**src/rtl/alu_pkg.sv**
```systemverilog
// Shared constants for the ALU stage: opcodes, FSM encoding, iteration count,
// and the signed-overflow helper used by ADD/SUB/CMP.
package alu_pkg;

  localparam int ITER_COUNT = 16;

  localparam logic [3:0] OP_ADD = 4'd0;
  localparam logic [3:0] OP_SUB = 4'd1;
  localparam logic [3:0] OP_AND = 4'd2;
  localparam logic [3:0] OP_OR  = 4'd3;
  localparam logic [3:0] OP_XOR = 4'd4;
  localparam logic [3:0] OP_NOT = 4'd5;
  localparam logic [3:0] OP_SHL = 4'd6;
  localparam logic [3:0] OP_SHR = 4'd7;
  localparam logic [3:0] OP_MUL = 4'd8;
  localparam logic [3:0] OP_DIV = 4'd9;
  localparam logic [3:0] OP_MOD = 4'd10;
  localparam logic [3:0] OP_CMP = 4'd11;

  localparam logic [0:0] ST_IDLE = 1'b0;
  localparam logic [0:0] ST_RUN  = 1'b1;

  // Two's-complement overflow from operand and result sign bits. For a
  // subtraction pass the inverted sign of the subtrahend.
  function automatic logic signed_ovf(input logic sign_a, input logic sign_b,
                                      input logic sign_r);
    return (sign_a == sign_b) && (sign_r != sign_a);
  endfunction

endpackage

```
**src/rtl/alu_muldiv_seq.sv**
```systemverilog
// Iterative multiply / restoring-divide datapath. Operands are captured on
// load; each step advances both the shift-add product and the restoring
// quotient/remainder by one bit. Outputs show the values the current step
// produces, so the caller can latch them on the final step's edge.
module alu_muldiv_seq
  import alu_pkg::*;
#(
  parameter int WIDTH = ITER_COUNT
) (
  input  logic             clk,
  input  logic             rst,
  input  logic             load,
  input  logic             step,
  input  logic [WIDTH-1:0] a_in,
  input  logic [WIDTH-1:0] b_in,
  output logic             last,
  output logic [WIDTH-1:0] mul_lo,
  output logic             mul_hi_nz,
  output logic [WIDTH-1:0] quo,
  output logic [WIDTH-1:0] rem
);

  localparam int CW = $clog2(WIDTH);

  logic [CW-1:0]      count_r;
  logic [2*WIDTH-1:0] prod_r;
  logic [2*WIDTH-1:0] mcand_r;
  logic [WIDTH-1:0]   mplier_r;
  logic [WIDTH-1:0]   rem_r;
  logic [WIDTH-1:0]   quo_r;
  logic [WIDTH-1:0]   dvsr_r;

  logic [2*WIDTH-1:0] prod_nxt_s;
  logic [WIDTH:0]     shift_s;
  logic [WIDTH:0]     diff_s;
  logic [WIDTH-1:0]   rem_nxt_s;
  logic [WIDTH-1:0]   quo_nxt_s;
  logic               last_s;

  // One shift-add and one restoring-subtract step from the current state.
  always_comb begin
    prod_nxt_s = prod_r;
    rem_nxt_s  = rem_r;
    quo_nxt_s  = quo_r;
    shift_s    = {rem_r, quo_r[WIDTH-1]};
    diff_s     = shift_s - {1'b0, dvsr_r};
    if (mplier_r[0]) begin
      prod_nxt_s = prod_r + mcand_r;
    end else begin
      prod_nxt_s = prod_r;
    end
    // A set top bit means the trial subtraction went negative: restore.
    if (diff_s[WIDTH]) begin
      rem_nxt_s = shift_s[WIDTH-1:0];
      quo_nxt_s = {quo_r[WIDTH-2:0], 1'b0};
    end else begin
      rem_nxt_s = diff_s[WIDTH-1:0];
      quo_nxt_s = {quo_r[WIDTH-2:0], 1'b1};
    end
  end

  assign last_s    = step && (count_r == CW'(WIDTH - 1));
  assign last      = last_s;
  assign mul_lo    = prod_nxt_s[WIDTH-1:0];
  assign mul_hi_nz = |prod_nxt_s[2*WIDTH-1:WIDTH];
  assign quo       = quo_nxt_s;
  assign rem       = rem_nxt_s;

  // Operand capture on load, then one iteration per step.
  always_ff @(posedge clk or negedge rst) begin
    if (!rst) begin
      count_r  <= {CW{1'b0}};
      prod_r   <= {(2*WIDTH){1'b0}};
      mcand_r  <= {(2*WIDTH){1'b0}};
      mplier_r <= {WIDTH{1'b0}};
      rem_r    <= {WIDTH{1'b0}};
      quo_r    <= {WIDTH{1'b0}};
      dvsr_r   <= {WIDTH{1'b0}};
    end else if (load) begin
      count_r  <= {CW{1'b0}};
      prod_r   <= {(2*WIDTH){1'b0}};
      mcand_r  <= {{WIDTH{1'b0}}, a_in};
      mplier_r <= b_in;
      rem_r    <= {WIDTH{1'b0}};
      quo_r    <= a_in;
      dvsr_r   <= b_in;
    end else if (step) begin
      count_r  <= last_s ? {CW{1'b0}} : count_r + CW'(1);
      prod_r   <= prod_nxt_s;
      mcand_r  <= {mcand_r[2*WIDTH-2:0], 1'b0};
      mplier_r <= {1'b0, mplier_r[WIDTH-1:1]};
      rem_r    <= rem_nxt_s;
      quo_r    <= quo_nxt_s;
    end
  end

endmodule

```
**src/rtl/alu_core.sv**
```systemverilog
// ALU stage after the accumulator. Single-cycle ops complete on the accepting
// edge; MUL and non-zero DIV/MOD run WIDTH steps in alu_muldiv_seq. Result and
// flags are registered and held until the next completion.
module alu_core
  import alu_pkg::*;
#(
  parameter int WIDTH = ITER_COUNT
) (
  input  logic             clk,
  input  logic             rst,
  input  logic             alu_start,
  input  logic [3:0]       alu_op,
  input  logic [WIDTH-1:0] a_in,
  input  logic [WIDTH-1:0] b_in,
  output logic             alu_busy,
  output logic             alu_done,
  output logic [WIDTH-1:0] alu_result,
  output logic             flag_z,
  output logic             flag_n,
  output logic             flag_c,
  output logic             flag_v,
  output logic             div_by_zero
);

  logic [0:0]       state_r;
  logic [3:0]       op_r;
  logic [WIDTH-1:0] result_r;
  logic             z_r, n_r, c_r, v_r, dbz_r, done_r;

  logic [WIDTH:0]   sum_s, dif_s;
  logic [WIDTH-1:0] val_s;
  logic             c_s, v_s, dbz_nxt_s;
  logic             go_run_s, done_s, upd_res_s, upd_flg_s;
  logic             seq_last_s, seq_hi_nz_s;
  logic [WIDTH-1:0] seq_mul_s, seq_quo_s, seq_rem_s;

  assign sum_s = {1'b0, a_in} + {1'b0, b_in};
  assign dif_s = {1'b0, a_in} - {1'b0, b_in};

  alu_muldiv_seq #(.WIDTH(WIDTH)) u_muldiv (
    .clk       (clk),
    .rst       (rst),
    .load      (go_run_s),
    .step      (state_r == ST_RUN),
    .a_in      (a_in),
    .b_in      (b_in),
    .last      (seq_last_s),
    .mul_lo    (seq_mul_s),
    .mul_hi_nz (seq_hi_nz_s),
    .quo       (seq_quo_s),
    .rem       (seq_rem_s)
  );

  // Command decode in IDLE and completion of the iterative op in RUN.
  always_comb begin
    go_run_s  = 1'b0;
    done_s    = 1'b0;
    upd_res_s = 1'b0;
    upd_flg_s = 1'b0;
    val_s     = {WIDTH{1'b0}};
    c_s       = 1'b0;
    v_s       = 1'b0;
    dbz_nxt_s = dbz_r;
    if (state_r == ST_IDLE) begin
      if (alu_start) begin
        done_s    = 1'b1;
        upd_res_s = 1'b1;
        upd_flg_s = 1'b1;
        dbz_nxt_s = 1'b0;
        case (alu_op)
          OP_ADD: begin
            val_s = sum_s[WIDTH-1:0];
            c_s   = sum_s[WIDTH];
            v_s   = signed_ovf(a_in[WIDTH-1], b_in[WIDTH-1], sum_s[WIDTH-1]);
          end
          OP_SUB, OP_CMP: begin
            val_s     = dif_s[WIDTH-1:0];
            c_s       = dif_s[WIDTH];
            v_s       = signed_ovf(a_in[WIDTH-1], ~b_in[WIDTH-1], dif_s[WIDTH-1]);
            upd_res_s = (alu_op == OP_SUB);
          end
          OP_AND: val_s = a_in & b_in;
          OP_OR:  val_s = a_in | b_in;
          OP_XOR: val_s = a_in ^ b_in;
          OP_NOT: val_s = ~a_in;
          OP_SHL: begin
            val_s = {a_in[WIDTH-2:0], 1'b0};
            c_s   = a_in[WIDTH-1];
          end
          OP_SHR: begin
            val_s = {1'b0, a_in[WIDTH-1:1]};
            c_s   = a_in[0];
          end
          OP_MUL, OP_DIV, OP_MOD: begin
            if ((alu_op != OP_MUL) && (b_in == {WIDTH{1'b0}})) begin
              // Divide by zero finishes at once with a saturated quotient.
              val_s     = (alu_op == OP_DIV) ? {WIDTH{1'b1}} : a_in;
              c_s       = 1'b1;
              dbz_nxt_s = 1'b1;
            end else begin
              go_run_s  = 1'b1;
              done_s    = 1'b0;
              upd_res_s = 1'b0;
              upd_flg_s = 1'b0;
            end
          end
          default: begin
            // Illegal opcode: acknowledge only, keep all visible state.
            upd_res_s = 1'b0;
            upd_flg_s = 1'b0;
            dbz_nxt_s = dbz_r;
          end
        endcase
      end else begin
        done_s = 1'b0;
      end
    end else begin
      if (seq_last_s) begin
        done_s    = 1'b1;
        upd_res_s = 1'b1;
        upd_flg_s = 1'b1;
        case (op_r)
          OP_MUL: begin
            val_s = seq_mul_s;
            c_s   = seq_hi_nz_s;
          end
          OP_MOD:  val_s = seq_rem_s;
          default: val_s = seq_quo_s;
        endcase
      end else begin
        done_s = 1'b0;
      end
    end
  end

  // FSM, registered result/flags and the done pulse.
  always_ff @(posedge clk or negedge rst) begin
    if (!rst) begin
      state_r  <= ST_IDLE;
      op_r     <= 4'd0;
      result_r <= {WIDTH{1'b0}};
      z_r      <= 1'b0;
      n_r      <= 1'b0;
      c_r      <= 1'b0;
      v_r      <= 1'b0;
      dbz_r    <= 1'b0;
      done_r   <= 1'b0;
    end else begin
      if (go_run_s) begin
        state_r <= ST_RUN;
        op_r    <= alu_op;
      end else if (seq_last_s) begin
        state_r <= ST_IDLE;
      end
      if (upd_res_s) begin
        result_r <= val_s;
      end
      if (upd_flg_s) begin
        z_r <= (val_s == {WIDTH{1'b0}});
        n_r <= val_s[WIDTH-1];
        c_r <= c_s;
        v_r <= v_s;
      end
      dbz_r  <= dbz_nxt_s;
      done_r <= done_s;
    end
  end

  assign alu_busy    = (state_r == ST_RUN);
  assign alu_done    = done_r;
  assign alu_result  = result_r;
  assign flag_z      = z_r;
  assign flag_n      = n_r;
  assign flag_c      = c_r;
  assign flag_v      = v_r;
  assign div_by_zero = dbz_r;

endmodule
```
**config.mk**
```make
export PLATFORM = sky130hd
export DESIGN_NAME = alu_core
export DESIGN_NICKNAME = d
export VERILOG_FILES = /design/src/rtl/alu_pkg.sv /design/src/rtl/alu_muldiv_seq.sv /design/src/rtl/alu_core.sv
export SDC_FILE = /design/constraint.sdc
export NUM_CORES = 1
export LEC_CHECK = 0
export CELL_PAD_IN_SITES_DETAIL_PLACEMENT = 1
export CELL_PAD_IN_SITES_GLOBAL_PLACEMENT = 2
export CORE_ASPECT_RATIO = 1.1
export CORE_MARGIN = 2
export CORE_UTILIZATION = 38
export DETAILED_ROUTE_END_ITERATION = 16
export PLACE_DENSITY = 0.87
export SLEW_MARGIN = 20
export SYNTH_ARGS = -nofsm -noshare
export SYNTH_HDL_FRONTEND = slang
export SYNTH_SLANG_ARGS = --single-unit
```
**constraint.sdc**
```tcl
create_clock -name clk -period 3.8 [get_ports clk]
set_input_delay 0.76 -clock clk [delete_from_list [all_inputs] [get_ports clk]]
set_output_delay 0.76 -clock clk [all_outputs]
set_load 0.05 [all_outputs]
```
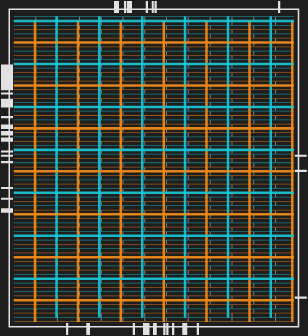
**Above:** floorplan with the power grid.
Pins as bars on the die edge. Tap cells in grey.
legend:
  VDD:
    colour: cyan
  VSS:
    colour: orange
rows: 71
tap cells: 438
signal pins: 62

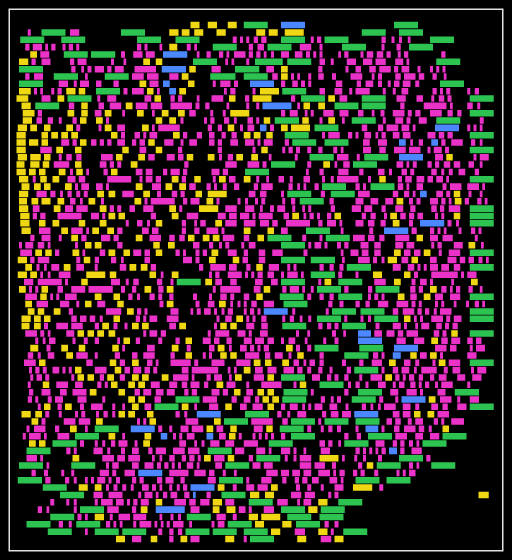
**Above:** cells coloured by class.
legend:
  flops:
    colour: green
    cells: 159
    share_of_their_area: 24%
  other buffers and delay cells:
    colour: yellow
    cells: 363
    share_of_their_area: 18%
  clock drivers and dummy loads:
    colour: blue
    cells: 32
    share_of_their_area: 3.5%
  combinational and other logic:
    colour: magenta
    cells: 1409
    share_of_their_area: 55%
Seq/total area: 0.229
Row Count: 71
Core Box Area: 34300 µm²

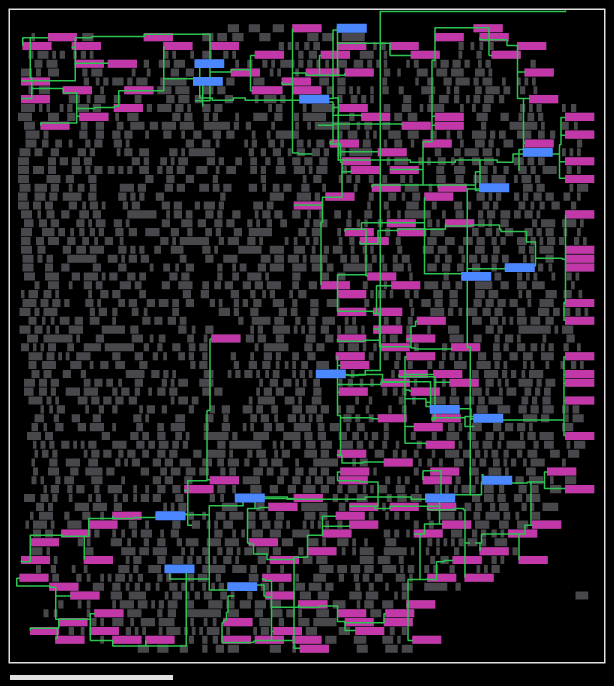
**Above:** clock wires, drivers and flops.
Scale bar: 50 µm.
legend:
  clock drivers:
    colour: blue
    count: 17
  clock wires:
    colour: green
    length: 2770 µm
  flip-flops:
    colour: magenta
    count: 159
flops lie: spread over the die
routed clock nets: 18
clock skew: 0.0172 ns
clock network power share: 0.137
Latency at later pin: 0.47 ns
Clock group: 0.00182 W

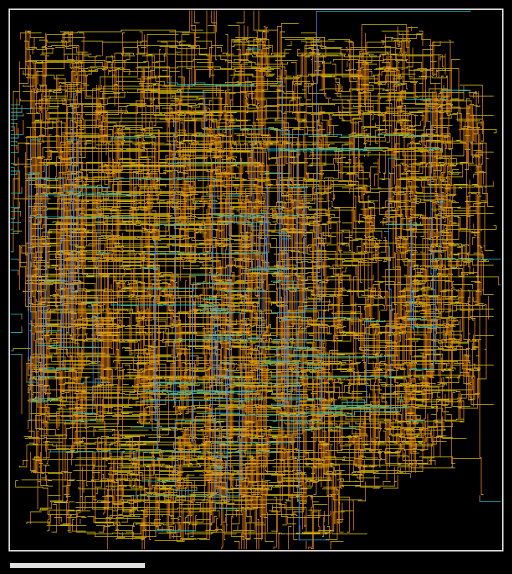
**Above:** metal layers overlaid.
Scale bar: 50 µm.
legend:
  metal 1:
    colour: yellow
    wire_length: 24.4 mm
  metal 2:
    colour: orange
    wire_length: 28.3 mm
  metal 3:
    colour: cyan
    wire_length: 2170 µm
  metal 4:
    colour: blue
    wire_length: 2770 µm
Post-Route WL: 57.6 mm
Avg WL per Cell: 24.0 µm
gr usage total: 0.317
total number of vias: 14300

-- layout by cell type (no fill, tap or decap), types with 8 or more instances in the layout --
cell type and n:
buf_12 11, a221oi_1 8, buf_4 290, ha_1 89, o21ai_0 162, o21a_1 14, nor2_1 115, nor3_1 29
clkinvlp_4 8, mux2i_1 60, a31oi_1 25, dfrtp_1 157, xor2_1 13, a21oi_1 115, nand2_1 254, o211ai_1 20
clkbuf_16 17, a211oi_1 20, and2_1 12, nand3_1 34, nor4_1 10, xnor2_1 23, o22ai_1 13, or3_1 14
and3_1 8, a21o_1 16, clkdlybuf4s50_1 50, nor3b_1 8, nand4_1 18, inv_1 67, nand2b_1 21, mux2_2 24
nor2b_1 17
-- final timing paths --
path | start | end | slack, ns | cells after the start
worst max-delay path | b_in[7] | alu_result[15]$_DFFE_PN0P_ | 0.05 | 14
worst min-delay path | rst | u_muldiv.prod_r[11]$_DFFE_PN0P_ | 0.37 | 1
worst max register to register | u_muldiv.dvsr_r[0]$_DFFE_PN0P_ | flag_z$_DFFE_PN0P_ | 0.10 | 14
worst min register to register | u_muldiv.mplier_r[2]$_DFFE_PN0P_ | u_muldiv.mplier_r[1]$_DFFE_PN0P_ | 0.48 | 2
max in group asynchronous | rst | u_muldiv.mcand_r[27]$_DFFE_PN0P_ | 2.62 | 2
min in group clk | u_muldiv.mplier_r[2]$_DFFE_PN0P_ | u_muldiv.mplier_r[1]$_DFFE_PN0P_ | 0.48 | 2
-- routing by layer --
| metal | GRT usage | vias to the layer above |
|---|---|---|
| met2 | 0.564 | 363 |
| li1 | - | 6631 |
| met3 | 0.0435 | 126 |
| met1 | 0.381 | 7150 |
| met4 | 0.145 | 0 |
| met5 | 0 | - |
-- what timing repair did --
item	CTS	global route
pin swaps	12	15
resized	38	38
endpoints found under the setup margin	12	6
buffers inserted	3	4
==> Slide: Implementation Results <==
Implementation Results

Drt
  – DRT antenna net count: 0
  – Routed length on met1: 24.4 mm
  – DR pass1 iterations: 5
  – DRC violations left: 0
  – Routed met3 length: 2.17 mm
  – Max layer used: met4
  – DR vias/cell: 5.94
  – Iteration-0 DRC Markers: 842
  – Met2 Wirelength: 28.3 mm

Floorplan
  – Initial Util: 0.387
  – Io pins: 62
  – Tapcell count: 438
  – Die H: 200 µm
  – Die area: 36500 µm²
  – Die Width: 182 µm

Synth
  – # Cells Yosys: 1667
  – Post-synthesis adder-cell area fraction: 0.0965
  – And+or+nand+nor area frac: 0.209
  – Cells after Synth: 1667
  – YS warnings: 0
  – Ys async rst share: 1.00
  – Syn_nets: 1806
  – Share of the synthesized area in the top cell type: 0.300
  – Syn_area_per_cell: 7.97 µm²
  – Mapped cell area: 13300 µm²
  – And-or/or-and share of the synthesized area: 0.253
  – Number of library cell types mapped by synthesis: 87
  – Synth Flop Type: dfrtp_1
  – Yosys Chip Area: 13300 µm²
  – Xor/xnor share: 0.0237
  – Top cell type by total area after synthesis: dfrtp_1
  – Top logic family: AND-OR/OR-AND gates
  – Registers, synthesis: 159
  – Yosys top cell by instances: nand2_1
  – Number of enable flip-flop cells: 0
  – MUX area fraction: 0.0704
  – Register share after synthesis: 0.300
  – Synth cell count leaders: nand2_1, o21ai_0, dfrtp_1
  – Top cells by area: dfrtp_1, ha_1, nand2_1, o21ai_0, mux2i_1

Pwr
  – Max power group: combinational logic
  – VDD IR-drop max: 0.483 mV
  – Sw Ratio: 0.480
  – Sequential Power Share: 0.228
  – Leakage: 8.12 nW
  – P_int: 0.00688 W
  – Combinational group power: 0.00840 W
  – P_seq: 0.00301 W
  – NetSw: 0.00634 W
  – Power Total: 0.0132 W
  – Comb pwr share: 0.635
  – P per Cell Area: 759 nW/µm²

Final timing
  – Setup total negative slack: 0 ns
  – Final WS setup: 0.0514 ns
  – Final period util: 0.986
  – Worst slew margin: 0.337
  – Final Max Tran Viols: 0
  – Tmin final: 3.75 ns
  – Final hold slack: 0.366 ns
  – Final hold vios: 0
  – Slew @ Worst Pin: 0.987 ns
  – # setup viols final: 0
  – Fmax: 267 MHz

Layout
  – Gate Area: 9030 µm²
  – Area growth from synthesis to layout: 31.2%
  – Diodes inserted: 0
  – Non-Clock Buffer Count: 363
  – Flop count: 159
  – Final net count: 2089
  – CLK BUF: 20
  – Layout cell share with drive strength beyond 1: 0.221
  – Inverters, non-clock: 69
  – Fraction of area in multi-input gates: 0.518
  – ClkCell Share: 0.0341
  – Biggest Area Class: multi-input combinational cells
  – Register area: 3980 µm²
  – Data buffer area share: 0.173
  – Final instance area: 17400 µm²
  – Combinational Gates: 1340
  – Final design utilization: 0.508
  – Fillers: 4175
  – Final std cells w/o fill: 2401
  – Top flop regs: u_muldiv.mcand_r: 32 flops, u_muldiv.prod_r: 32 flops

CTS
  – H-tree depth: 4
  – Clk pin slew, worst setup/hold paths: 0.07 ns
  – CTS tree: done
  – CTS Sinks: 159
  – CTS buffer count: 17
  – Max Root-Sink Buffers: 2
  – Post-cts hold-fix buffer tally: 0
  – Clk Tree Root Cell: clkbuf_16

Setup path
  – Critical path peak fanout: 3
  – CP dominant cell by count: or3_1
  – WP buf/inv: 3
  – Crit end category: flip-flop
  – Critical path required time: 4.15 ns
  – Crit-path cells: clkdlybuf4s50_1, inv_1, ha_4, buf_4, or3_1, or3_1, a21oi_2, or3_1, a31oi_1, o21ba_2, a211o_1, a21boi_1, o211ai_1, mux2_2
  – CP top delay family: AND-OR/OR-AND gates
  – CP max stage cell: clkdlybuf4s50_1
  – Crit path launch type: input pin
  – Max stage delay on crit path: 0.54 ns
  – Kind of critical path: in -> reg
  – Crit path DAT: 4.10 ns

Run status
  – Status: finished clean

Flow run
  – Number of max-cap violations: 0
  – Tool warning count: 61

GRT
  – Number of global-route vias before repair: 15000
  – First-pass GRT wire length: 87.9 mm
  – Largest net degree at the start of global routing: 166
  – Grt ovf: 0
  – Initial antenna violation count: 0

Place
  – Detailed placement HPWL: 45.2 mm
  – IO buf count: 61
  – Routability congestion estimate: 0.989
  – Cells after DPL: 2362
  – Placed instance area: 16400 µm²
  – DP Worst Slack: -0.795 ns

Min path
  – Worst min path class: in -> async
Power figures rest on the tool's default switching activity, not on a simulated workload.
